### Wiring heat map

25 x 25 tiles, from white (low) to dark blue (high), scaled to the fullest tile. Values are wire area over tile area, all layers added.
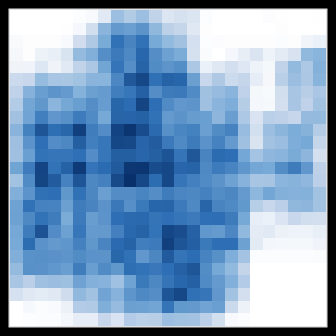
### Metal 1

Scale bar: 100 um.
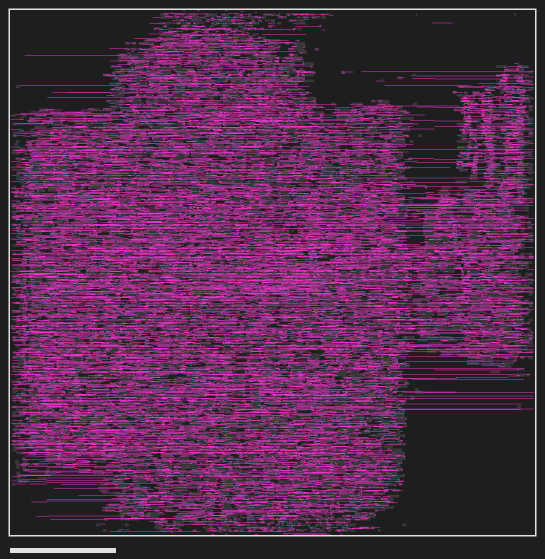
### Routed metal, one color a layer

Scale bar: 100 um. Only two layers are drawn.
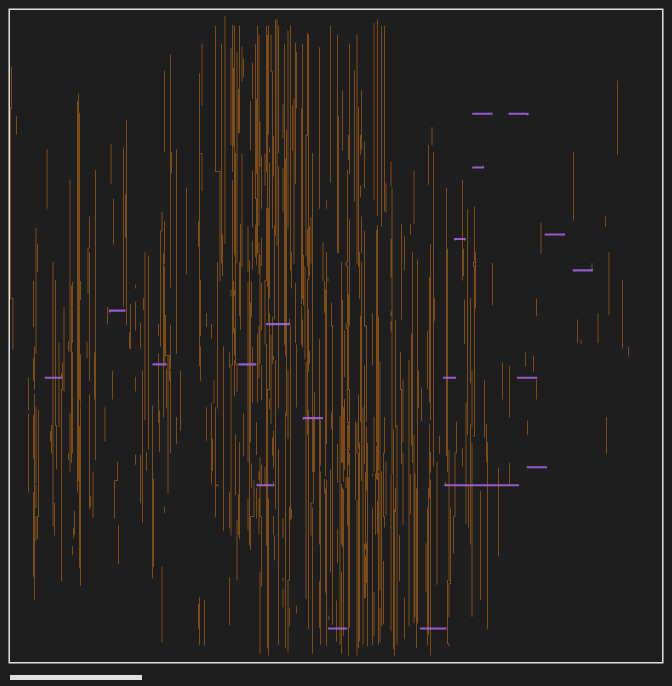
Design l1_cache_responder_flat, sky130hd; sources not shown.
==> reports/results.ini <==
[logic_synthesis]
ys_cells=5950
postSynthSeqShare=0.714
yosysChipArea_sq_um=96500
syn_area_sq_um=96500
synthMuxAreaShare=0.116
synth-xor-area-share=0.00109
synth-edff-count=2240
ff_type=edfxtp_1
synth.distinct_cells=90
yosys_warnings=0
synth-simple-area-share=0.0505
synthArstFlopShare=0
ys_sh_adder=0.00104
syn_inst=5950
logic_family=multiplexers
ys_ff=2322
postSynthAreaPerCell_sq_um=16.2
yosys.area_share.aoi=0.0942

[layout]
final_layout_size_suffix_gt1_frac=0.195
layout_top_cell=edfxtp_1
n_fill_cell=20300
area_growth_syn_to_layout_pct=19.7
final_nets=7012
lay_top_cells=edfxtp_1, clkdlybuf4s50_1, mux2_2
largest_reg_flops=2048

[grt]
grt-ovfl-total=0
grt_pass1_wl_um=536000
antenna_found_initial=51
grt_pass1_vias=60500
grt_max_degree=100

[setup_path]
worstRegToRegCells=10
crit_slowest_cell=nor2b_4
reg2reg_slack_ns=9.00
crit_chain=buf_8 > buf_4 > nor2b_4 > a22o_1 > nor3_1 > nor4_1 > nand4_1 > nor4b_4 > buf_4 > nand2_2 > buf_4 > nor3_1 > clkdlybuf4s50_1
cpPeakStageDelay_ns=0.90
crit_required_ns=12.92
crit_path_end_kind=output pin
crit_fanout=78
crit_arrival_ns=9.23
start_kind=input pin
crit_type=in -> out
cp_common_cell=buf_4

[run]
warning_count=32
max_cap_viol_count=1

[clock_tree]
cts_resized=0
path_clk_slew_ns=0.06
cts_max_path_buffers=3
ctsHoldBuffers=0
cts_tree=yes
clkLatencyLatePin_ns=0.93
h-tree-depth=4
clkSinkCount=2322
cts_buffers=232
cts_root_buf=clkbuf_16
cts_setup_buffers=0

[floorplan]
num_io_pins=718
die_area_sq_um=245000
die_y_um=495
die_w_um=495
fp_util=0.402
core_area_sq_um=240000
core.rowCount=180

[sta]
setup_viol=0
hold_viol=0
skew_ns=0.0980
fmax_mhz=86.9
worst_slack_ns=3.69
slew_headroom=0.00211
worst_pin_slew_ns=1.49
fin_crit_sh=0.757
min_period_ns=11.51
drv_slew=0
setup_tns_ns=0
rsz0062_at_grt=no

[power_and_ir_drop]
p_per_area_nw_per_um2=120
leakage_nw=36.6
ir_drop_v=0.000104
report.power.total_mw=13.8

[detailed_routing]
route.detailed.drc=0
ant_nets=0
dr.pass1.iters=7
drtIter0Drc=10400
via_per_inst=6.49

[min_path]
min_path_cells=2
hold_path.class=reg -> reg

[status]
violations=capacitance limit
status=finished with violations

[place]
numPortBuffers=710
hpwl_um=260000
dp_slack_ns=3.99

-- 'Wiring heat map' (at the start) --
- nearly empty tiles: 13%
- mean over tiles: 0.30
- densest ninth of the die: middle
- emptiest ninth of the die: bottom right
- tiles over half the peak: 50%
- fullest tile: 0.67
Total GRT Usage: 0.323
wire per inst: 40.3 um
final WL: 407,000 um

-- 'Metal 1' (at the start) --
- main direction: horizontal
- share of all routed wire: 36%
- wire length on this layer: 146 mm
routed vias: 65,500
M1 GR Usage: 0.423

-- 'Routed metal, one color a layer' (at the start) --
- purple: met5 (wire length 279 um)
- orange: met4 (wire length 32.2 mm)

-- cells in the mapped netlist (14+ instances only) --
cell type / count / area [sq um]
buf_6: 24 / 270
nor4_1: 22 / 138
o211ai_1: 14 / 105
o31ai_1: 27 / 203
o21a_1: 16 / 120
mux2i_1: 233 / 2330
o22ai_1: 92 / 576
a222oi_1: 24 / 240
and3_1: 44 / 275
buf_2: 102 / 510
a211oi_1: 29 / 218
o21ai_0: 157 / 786
dfxtp_1: 82 / 1640
or4_1: 19 / 143
mux4_2: 103 / 2320
a221oi_1: 272 / 2380
nor2_1: 287 / 1080
clkbuf_1: 217 / 815
and2_1: 151 / 945
nand4_1: 30 / 188
o2bb2ai_1: 30 / 263
a31oi_1: 21 / 131
inv_1: 21 / 78.8
nand2_1: 243 / 912
buf_4: 53 / 398
a22o_1: 39 / 342
a22oi_1: 197 / 1480
nor3_1: 40 / 200
edfxtp_1: 2240 / 67300
buf_1: 41 / 154
nand3_1: 42 / 210
mux2_2: 559 / 6290
or3_1: 48 / 300
a221o_1: 61 / 611
a21oi_1: 177 / 886
-- worst max-delay path, delay by kind of cell --
kind                   cells  cell delay [ns]
AND-OR/OR-AND              1             0.35
buffers and inverters      5             2.97
AND/OR/NAND/NOR            7             3.34
-- final cells by class --
type	instances	area (sq um)	area share
repair buffers	928	8800	0.0761
flip-flops and latches	2322	68900	0.596
clock buffers	296	6070	0.0525
multi-input cells	3163	26400	0.229
well taps	3185	3990	0.0345
clock inverters	131	1190	0.0103
inverters	26	115	0.000996
diodes	30	75.1	0.000650
-- where the power goes --
| group | leakage (nW) | internal [mW] | switching [mW] |
|---|---|---|---|
| registers | 20.8 | 7.01 | 0.00260 |
| clock network | 3.51 | 3.07 | 2.49 |
| logic | 12.4 | 0.381 | 0.866 |
-- cells by family after synthesis --
kind of cell,count (synthesis)
DFF,2322
AOI/OAI and AO/OA,1241
and+or+nand+nor,985
muxes,912
buffers and inverters,469
xor gates and xnor gates,12
adders and majority gates,8
other,1
-- per-stage QoR --
stage	hold slack, ns	util	std cells	cell area, sq um
final	0.467	0.481	10100	116000
after global routing	0.499	0.481	10100	115000
after CTS	0.468	0.481	10100	115000
after detailed placement	0.459	0.450	9624	108000
after global placement	0.455	0.450	9624	108000
after floorplan	0.448	-	5954	96600
-- layer usage --
| layer | wire length [um] | track usage | vias to the layer above |
|---|---|---|---|
| met1 | 146000 | 0.423 | 33500 |
| met5 | 278 | 0 | - |
| met2 | 174000 | 0.467 | 5339 |
| met3 | 54300 | 0.0916 | 1019 |
| met4 | 32200 | 0.213 | 39 |
| li1 | - | - | 25600 |
Power is estimated from default activity; no workload was simulated.
